**config.mk**
```make
export PLATFORM = sky130hd
export DESIGN_NAME = operand_fetch_unit
export DESIGN_NICKNAME = d
export VERILOG_FILES = /design/src/rtl/fetch_pkg.sv /design/src/rtl/addr_mode_decode.sv /design/src/rtl/operand_fetch_unit.sv
export SDC_FILE = /design/constraint.sdc
export NUM_CORES = 1
export LEC_CHECK = 0
export CORE_MARGIN = 5
export CORE_UTILIZATION = 50
export CTS_CLUSTER_SIZE = 28
export DETAILED_ROUTE_END_ITERATION = 10
export GPL_ROUTABILITY_DRIVEN = 0
export PLACE_DENSITY = 0.74
export RECOVER_POWER = 100
export SLEW_MARGIN = 10
export SYNTH_ARGS = -nofsm -noshare
export SYNTH_HDL_FRONTEND = slang
export SYNTH_SLANG_ARGS = --single-unit
```
**constraint.sdc**
```tcl
create_clock -name clk -period 5.8 [get_ports clk]
set_input_delay 1.16 -clock clk [delete_from_list [all_inputs] [get_ports clk]]
set_output_delay 1.16 -clock clk [all_outputs]
set_load 0.02 [all_outputs]
```
**src/rtl/fetch_pkg.sv**
```systemverilog
// Shared types for the operand fetch unit: addressing modes, fetch FSM states
// and per-mode operand-byte / pointer-phase lookup tables.
package fetch_pkg;

    typedef enum logic [3:0] {
        IMP, ACC, IMM, ZPG, ZPG_X, ZPG_Y, ABS, ABS_X, ABS_Y, IND, X_IND, IND_Y, REL
    } addr_mode_e;

    typedef enum logic [3:0] {
        IDLE, OP_REQ, OP_WAIT, B1_REQ, B1_WAIT, B2_REQ, B2_WAIT,
        PL_REQ, PL_WAIT, PH_REQ, PH_WAIT, CALC, DONE
    } fetch_state_e;

    // One bit per addressing mode, indexed by the mode encoding.
    localparam logic [15:0] MODE_TWO_BYTES = (16'd1 << ABS) | (16'd1 << ABS_X) |
                                             (16'd1 << ABS_Y) | (16'd1 << IND);
    localparam logic [15:0] MODE_ONE_BYTE  = (16'd1 << IMM) | (16'd1 << ZPG) |
                                             (16'd1 << ZPG_X) | (16'd1 << ZPG_Y) |
                                             (16'd1 << X_IND) | (16'd1 << IND_Y) |
                                             (16'd1 << REL);
    localparam logic [15:0] MODE_PTR       = (16'd1 << IND) | (16'd1 << X_IND) |
                                             (16'd1 << IND_Y);

    function automatic logic [1:0] operand_bytes(input addr_mode_e m);
        if (MODE_TWO_BYTES[m]) return 2'd2;
        if (MODE_ONE_BYTE[m])  return 2'd1;
        return 2'd0;
    endfunction

    function automatic logic has_ptr(input addr_mode_e m);
        return MODE_PTR[m];
    endfunction

endpackage

```
**src/rtl/addr_mode_decode.sv**
```systemverilog
// Combinational 6502 opcode -> addressing mode decode using the aaa/bbb/cc
// field split. Anything unofficial falls back to IMP.
import fetch_pkg::*;

module addr_mode_decode (
    input  logic [7:0]  opcode,
    output addr_mode_e  mode
);

    logic [2:0] aaa;
    logic [2:0] bbb;
    logic [1:0] cc;

    assign aaa = opcode[7:5];
    assign bbb = opcode[4:2];
    assign cc  = opcode[1:0];

    always_comb begin
        mode = IMP;
        case (cc)
            2'b01: begin
                case (bbb)
                    3'd0: mode = X_IND;
                    3'd1: mode = ZPG;
                    3'd2: mode = (aaa == 3'd4) ? IMP : IMM;   // 0x89 has no STA #imm
                    3'd3: mode = ABS;
                    3'd4: mode = IND_Y;
                    3'd5: mode = ZPG_X;
                    3'd6: mode = ABS_Y;
                    default: mode = ABS_X;
                endcase
            end
            2'b10: begin
                case (bbb)
                    3'd0: if (aaa == 3'd5) mode = IMM;
                    3'd1: mode = ZPG;
                    3'd2: if (!aaa[2]) mode = ACC;
                    3'd3: mode = ABS;
                    // STX/LDX index with Y instead of X
                    3'd5: mode = (aaa[2:1] == 2'b10) ? ZPG_Y : ZPG_X;
                    3'd7: begin
                        if (aaa == 3'd5)      mode = ABS_Y;
                        else if (aaa != 3'd4) mode = ABS_X;
                    end
                    default: mode = IMP;
                endcase
            end
            2'b00: begin
                case (bbb)
                    3'd0: begin
                        if (aaa == 3'd1)      mode = ABS;
                        else if (aaa >= 3'd5) mode = IMM;
                    end
                    3'd1: if (aaa == 3'd1 || aaa >= 3'd4) mode = ZPG;
                    3'd3: begin
                        if (aaa == 3'd3)      mode = IND;
                        else if (aaa != 3'd0) mode = ABS;
                    end
                    3'd4: mode = REL;
                    3'd5: if (aaa[2:1] == 2'b10) mode = ZPG_X;
                    3'd7: if (aaa == 3'd5) mode = ABS_X;
                    default: mode = IMP;
                endcase
            end
            default: mode = IMP;
        endcase
    end

endmodule

```
**src/rtl/operand_fetch_unit.sv**
```systemverilog
// Fetches opcode + operand bytes over a variable-latency read handshake,
// dereferences pointers and resolves the effective address; owns the PC.
import fetch_pkg::*;

module operand_fetch_unit #(
    parameter int                    REG_WIDTH    = 8,
    parameter int                    ADDR_WIDTH   = 16,
    parameter logic [ADDR_WIDTH-1:0] RESET_VECTOR = 16'hFFFC,
    parameter bit                    JMP_IND_BUG  = 1'b1
) (
    input  logic                  clk,
    input  logic                  reset,
    input  logic                  start,
    input  logic                  pc_load,
    input  logic [ADDR_WIDTH-1:0] pc_load_value,
    input  logic [REG_WIDTH-1:0]  x_in,
    input  logic [REG_WIDTH-1:0]  y_in,
    output logic                  mem_rd,
    output logic [ADDR_WIDTH-1:0] mem_addr,
    input  logic [REG_WIDTH-1:0]  mem_rdata,
    input  logic                  mem_rvalid,
    output logic [ADDR_WIDTH-1:0] pc,
    output logic                  busy,
    output logic                  done,
    output logic [REG_WIDTH-1:0]  opcode,
    output logic [3:0]            mode,
    output logic [REG_WIDTH-1:0]  operand,
    output logic [ADDR_WIDTH-1:0] ea,
    output logic                  page_cross
);

    localparam int                    HI_W    = ADDR_WIDTH - REG_WIDTH;
    localparam logic [REG_WIDTH-1:0]  ONE_R   = REG_WIDTH'(1);
    localparam logic [ADDR_WIDTH-1:0] ONE_A   = ADDR_WIDTH'(1);
    localparam logic [HI_W-1:0]       ZERO_HI = '0;

    fetch_state_e          state, state_nx;
    addr_mode_e            mode_r, dec_mode;
    logic [ADDR_WIDTH-1:0] pc_r, ea_r, ea_calc, ptr_lo_addr, ptr_hi_addr, rel_target;
    logic [REG_WIDTH-1:0]  x_r, y_r, opcode_r, b1_r, b2_r, plo_r, phi_r, zp_x;
    logic [REG_WIDTH:0]    b1_plus_x, b1_plus_y, plo_plus_y;
    logic                  pcx_r, pcx_calc;

    addr_mode_decode u_decode (
        .opcode (mem_rdata[7:0]),
        .mode   (dec_mode)
    );

    assign b1_plus_x  = {1'b0, b1_r} + {1'b0, x_r};
    assign b1_plus_y  = {1'b0, b1_r} + {1'b0, y_r};
    assign plo_plus_y = {1'b0, plo_r} + {1'b0, y_r};
    assign zp_x       = b1_plus_x[REG_WIDTH-1:0];
    assign rel_target = pc_r + {{HI_W{b1_r[REG_WIDTH-1]}}, b1_r};

    // Pointer fetch addresses; zero-page pointers wrap inside page zero.
    always_comb begin
        ptr_lo_addr = {ZERO_HI, b1_r};
        ptr_hi_addr = {ZERO_HI, b1_r + ONE_R};
        case (mode_r)
            IND: begin
                ptr_lo_addr = {b2_r, b1_r};
                ptr_hi_addr = JMP_IND_BUG ? {b2_r, b1_r + ONE_R} : ({b2_r, b1_r} + ONE_A);
            end
            X_IND: begin
                ptr_lo_addr = {ZERO_HI, zp_x};
                ptr_hi_addr = {ZERO_HI, zp_x + ONE_R};
            end
            default: ;
        endcase
    end

    // Indexed modes add with a split low/high carry so the carry doubles as page_cross.
    always_comb begin
        ea_calc  = '0;
        pcx_calc = 1'b0;
        case (mode_r)
            IMM:   ea_calc = pc_r - ONE_A;
            ZPG:   ea_calc = {ZERO_HI, b1_r};
            ZPG_X: ea_calc = {ZERO_HI, zp_x};
            ZPG_Y: ea_calc = {ZERO_HI, b1_plus_y[REG_WIDTH-1:0]};
            ABS:   ea_calc = {b2_r, b1_r};
            ABS_X: begin
                ea_calc  = {b2_r + (b1_plus_x[REG_WIDTH] ? ONE_R : '0), b1_plus_x[REG_WIDTH-1:0]};
                pcx_calc = b1_plus_x[REG_WIDTH];
            end
            ABS_Y: begin
                ea_calc  = {b2_r + (b1_plus_y[REG_WIDTH] ? ONE_R : '0), b1_plus_y[REG_WIDTH-1:0]};
                pcx_calc = b1_plus_y[REG_WIDTH];
            end
            IND, X_IND: ea_calc = {phi_r, plo_r};
            IND_Y: begin
                ea_calc  = {phi_r + (plo_plus_y[REG_WIDTH] ? ONE_R : '0), plo_plus_y[REG_WIDTH-1:0]};
                pcx_calc = plo_plus_y[REG_WIDTH];
            end
            REL: begin
                ea_calc  = rel_target;
                pcx_calc = rel_target[ADDR_WIDTH-1:REG_WIDTH] != pc_r[ADDR_WIDTH-1:REG_WIDTH];
            end
            default: ;
        endcase
    end

    always_comb begin
        state_nx = state;
        mem_rd   = 1'b0;
        mem_addr = '0;
        case (state)
            IDLE:    if (!pc_load && start) state_nx = OP_REQ;
            OP_REQ:  begin mem_rd = 1'b1; mem_addr = pc_r; state_nx = OP_WAIT; end
            OP_WAIT: if (mem_rvalid)
                         state_nx = (operand_bytes(dec_mode) != 2'd0) ? B1_REQ : CALC;
            B1_REQ:  begin mem_rd = 1'b1; mem_addr = pc_r; state_nx = B1_WAIT; end
            B1_WAIT: if (mem_rvalid) begin
                         if (operand_bytes(mode_r) == 2'd2) state_nx = B2_REQ;
                         else if (has_ptr(mode_r))         state_nx = PL_REQ;
                         else                               state_nx = CALC;
                     end
            B2_REQ:  begin mem_rd = 1'b1; mem_addr = pc_r; state_nx = B2_WAIT; end
            B2_WAIT: if (mem_rvalid) state_nx = has_ptr(mode_r) ? PL_REQ : CALC;
            PL_REQ:  begin mem_rd = 1'b1; mem_addr = ptr_lo_addr; state_nx = PL_WAIT; end
            PL_WAIT: if (mem_rvalid) state_nx = PH_REQ;
            PH_REQ:  begin mem_rd = 1'b1; mem_addr = ptr_hi_addr; state_nx = PH_WAIT; end
            PH_WAIT: if (mem_rvalid) state_nx = CALC;
            CALC:    state_nx = DONE;
            DONE:    state_nx = IDLE;
            default: state_nx = IDLE;
        endcase
    end

    always_ff @(posedge clk) begin
        if (reset) begin
            state    <= IDLE;
            pc_r     <= RESET_VECTOR;
            mode_r   <= IMP;
            x_r      <= '0;
            y_r      <= '0;
            opcode_r <= '0;
            b1_r     <= '0;
            b2_r     <= '0;
            plo_r    <= '0;
            phi_r    <= '0;
            ea_r     <= '0;
            pcx_r    <= 1'b0;
        end else begin
            state <= state_nx;
            case (state)
                IDLE: begin
                    if (pc_load) begin
                        pc_r <= pc_load_value;
                    end else if (start) begin
                        x_r   <= x_in;
                        y_r   <= y_in;
                        b1_r  <= '0;
                        ea_r  <= '0;
                        pcx_r <= 1'b0;
                    end
                end
                OP_WAIT: if (mem_rvalid) begin
                    opcode_r <= mem_rdata;
                    mode_r   <= dec_mode;
                    pc_r     <= pc_r + ONE_A;
                end
                B1_WAIT: if (mem_rvalid) begin
                    b1_r <= mem_rdata;
                    pc_r <= pc_r + ONE_A;
                end
                B2_WAIT: if (mem_rvalid) begin
                    b2_r <= mem_rdata;
                    pc_r <= pc_r + ONE_A;
                end
                PL_WAIT: if (mem_rvalid) plo_r <= mem_rdata;
                PH_WAIT: if (mem_rvalid) phi_r <= mem_rdata;
                CALC: begin
                    ea_r  <= ea_calc;
                    pcx_r <= pcx_calc;
                end
                default: ;
            endcase
        end
    end

    assign pc         = pc_r;
    assign busy       = (state != IDLE) && (state != DONE);
    assign done       = (state == DONE);
    assign opcode     = opcode_r;
    assign mode       = mode_r;
    assign operand    = b1_r;
    assign ea         = ea_r;
    assign page_cross = pcx_r;

endmodule

```
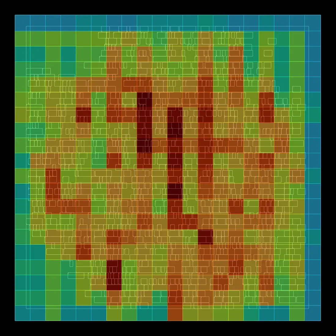
congestion_map.png
global-route total usage across every layer: 27.41%
busiest metal layer after global routing: met2
M1 GR Usage: 38.72%

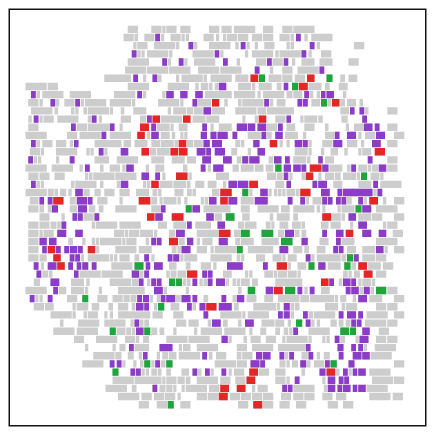
gates.png
Drawn at 3 px/um.
legend:
  aoi and oai cells:
    colour: purple
    cells: 292
    where: widely spread
  and/or cells:
    colour: green
    cells: 35
  non-inverting ao/oa cells:
    colour: red
    cells: 51

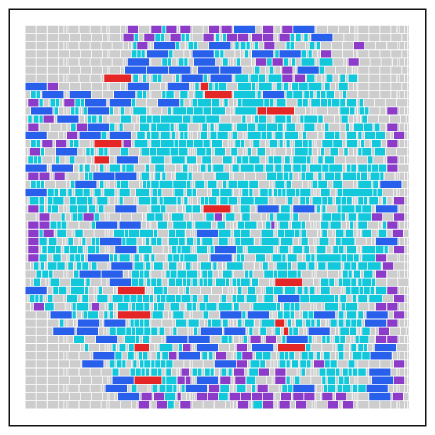
class_map.png
Drawn at 3 px/um. Fill, decap, tap and diode cells in grey.
legend:
  registers:
    colour: blue
    cells: 99
  remaining buffers and delay cells:
    colour: purple
    cells: 125
  remaining logic cells:
    colour: cyan
    cells: 924
  clock drivers and dummy loads:
    colour: red
    cells: 16

==> run summary <==
fresh numbers from the pnr run: status=finished, violations left, failing checks=capacitance limit, slew limit, RR Endpoint=ea[15], top cells by count=nor2_1 (131), nand2_1 (120), a21oi_1 (103), largest net degree at the start of global routing=83, yosys stat chip area=8239 um^2, die height=138.4 um, cells after synthesis=1091, start point of the critical path=state[3], final max-slew violation count=83, synthesized-area fraction occupied by ao, oa, aoi and oai cells=28.05%, chain of cells forming the critical path=nand2b_1 -> or3_1 -> a2111oi_2 -> a22o_1 -> dlygate4sd3_1, CTS H-tree depth=3, Final period util=87.65%, Setup violations, final=0, I/O pin count=117, floorplan row count=47, Cell Int Power=1407 uW, Worst Max-Slew Pin Slew=3820 ps, cell area after placement=9463 um^2, Port-buffer cells=116, adder and majority gate portion of the synthesized area=8.413%, top fanout value on the critical path=21, via density per instance=6.306, count of cells along the worst register-to-register path=17, total number of cells along the worst setup path=5, final-report hold violation count=0, top cells by area=dfxtp_1 (24%), ha_1 (7.4%), a21oi_1 (6.3%), reg2reg setup slack=1560 ps, slowest stage cell on the critical path=a2111oi_2, switching pwr=877.5 uW, critical path startpoint category=flop, type of the worst setup path=reg2out, launch instance of the worst min-delay path=opcode[3], count of cell types in the netlist=95, CTS tree=done, combinational gate area=5832 um^2, accumulated negative setup slack=0 ps, syn_area_per_cell=7.552 um^2, total nets after synthesis=1189, worst reg2reg startpoint=operand[1], Antenna Cells=0, effective utilization at floorplan=50.40%, post-DP HPWL=20020 um, Clock transition at path regs=70 ps, number of warnings in the stage logs=30, DRC violation total after the first TritonRoute iteration=1035, via count of the first global-routing pass=7765, antenna violations before repair=0, clock buffer count from CTS=9, die extent in x=138.4 um, Synth area leader=dfxtp_1, total core area=16350 um^2, share of synthesized cell area in and, or, nand and nor gates=24.33%, Required @ worst endpoint=4640 ps, Min Clock Period, post-route=5083 ps, setup repair after global routing missed its margin=false, main flop type after synthesis=dfxtp_1, total DRC errors in the routed layout=0, max-capacitance violation count=1, final WL=27410 um, cell family contributing the most delay on the critical path=AND-OR/OR-AND gates, arrival time at the worst endpoint=3920 ps, Mux cell area share=3.797%, Clock Path Buffers=2, #FFs+latches synth=99, worst skew pair latency=370 ps, combinational share of power=34.1%, buffering stage count on the worst path with inverters included=1, FF+latch area=1982 um^2, number of fill cells in the layout=1542, number of enable-type register cells in the synthesized netlist=0, number of buffers added for setup after CTS=0, worst-case clock skew=11.92 ps, number of search-and-repair iterations in the first detailed-routing pass=9, sequential element share of the synthesized area=24.05%
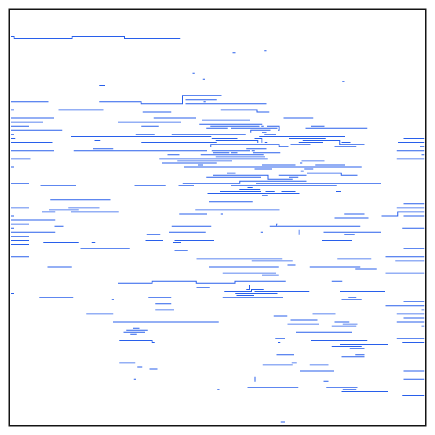
m3.png
Drawn at 3 px/um.
wire length on this layer: 2430 um
share of all routed wire: 8.9%
main direction: horizontal

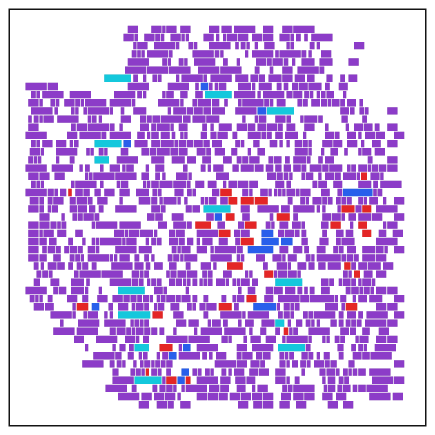
sizing.png
Drawn at 3 px/um.
legend:
  x6 and larger:
    colour: cyan
    cells: 13
    share: 1.1%
  x1 and smaller:
    colour: purple
    cells: 1105
    share: 95%
  x2:
    colour: red
    cells: 31
    share: 2.7%
  x3 and x4:
    colour: blue
    cells: 15
    share: 1.3%
Worst Setup Slack, final: 716.5 ps
bufs w/o clock: 125
post-layout instance area: 9742 um^2
area growth from synthesis to layout: 18.24%

routing by layer:
metal | track usage (%) | vias up | wire length [um] | share of wire [%]
met3 | 5.214 | 45 | 2433 | 8.9
li1 | - | 4131 | - | -
met1 | 38.72 | 4138 | 11990 | 44
met5 | 0 | - | 0 | 0
met2 | 43.32 | 413 | 12480 | 46
met4 | 6.760 | 0 | 502 | 1.8
flip-flops by register name (all words and copies together), names as in the netlist, 4 cells and up, named ones only:
signal,count
mode,4
plo_r,8
opcode,8
operand,8
phi_r,8
b2_r,8
y_r,8
state,4
pc,16
x_r,8
ea,16
worst min-delay path by stage:
| stage | cells past startpoint | to | slack (ps) |
|---|---|---|---|
| final | 2 | opcode[3] | 450 |
| after global routing | 2 | ea[13] | 470 |
| after CTS | 2 | opcode[4] | 450 |
| after detailed placement | 2 | opcode[4] | 450 |
| after global placement | 2 | opcode[4] | 440 |
| after floorplan | 2 | x_r[0] | 440 |
cells by family after synthesis:
| group | count (synthesis) |
|---|---|
| adders and majority gates | 53 |
| and+or+nand+nor | 407 |
| AOI/OAI and AO/OA | 343 |
| muxes | 31 |
| xor gates and xnor gates | 57 |
| DFF | 99 |
| buffers and inverters | 101 |
through the flow:
step | total power [uW] | util [%] | setup slack [ps] | hold WS (ps) | std cells
CTS | 2296 | 59.80 | 846.5 | 454.7 | 1384
detailed placement | 1655 | 57.88 | 1234 | 445.7 | 1368
global placement | 1647 | 57.88 | 1380 | 440.7 | 1368
floorplan | 1366 | - | 1953 | 440.0 | 1091
global route | 2393 | 59.59 | 469.9 | 468.3 | 1384
finish | 2284 | 59.59 | 716.5 | 449.6 | 1384
power by group through the flow:
| stage | sequential (uW) | clock, uW | combinational (uW) |
|---|---|---|---|
| after floorplan | 814 | 0 | 553 |
| after global placement | 866 | 0 | 781 |
| after detailed placement | 867 | 0 | 788 |
| after CTS | 852 | 652 | 792 |
| after global routing | 861 | 686 | 846 |
| final | 855 | 649 | 780 |
layout by cell type (no fill, tap or decap), drive strengths merged, types with 4 or more instances in the layout:
cell / n
a21o: 10
nand2: 120
a211oi: 14
nor4: 7
a2111oi: 6
dfxtp: 99
nand3: 27
or3: 12
and3: 10
nand4b: 4
nor2: 132
nor2b: 17
o211ai: 11
a22oi: 16
dlygate4sd3: 73
inv: 33
nor3b: 6
ha: 49
a22o: 12
a21oi: 106
o21ai: 68
fa: 4
nor3: 24
mux2i: 29
o22ai: 8
xor2: 21
clkbuf: 13
nand2b: 18
nand3b: 7
o31ai: 8
a32oi: 5
a31oi: 14
nand4: 8
clkdlybuf4s50: 42
o21a: 12
a221oi: 5
o221ai: 10
xnor2: 34
a222oi: 7
buf: 8
tightest hold or removal path, delay by kind of cell (launching register included):
family          cells  cell delay, ps
flops               1             310
simple gates        1              50
compound gates      1              50
final cells by class:
| class | instances | share of cell area [%] |
|---|---|---|
| Clock buffer | 11 | 2.594 |
| Clock inverter | 5 | 0.6165 |
| Inverter | 33 | 1.272 |
| Multi-Input combinational cell | 891 | 59.86 |
| Sequential cell | 99 | 20.34 |
| Tap cell | 220 | 2.826 |
| Timing Repair Buffer | 125 | 12.48 |
Power figures rest on the tool's default switching activity, not on a simulated workload.
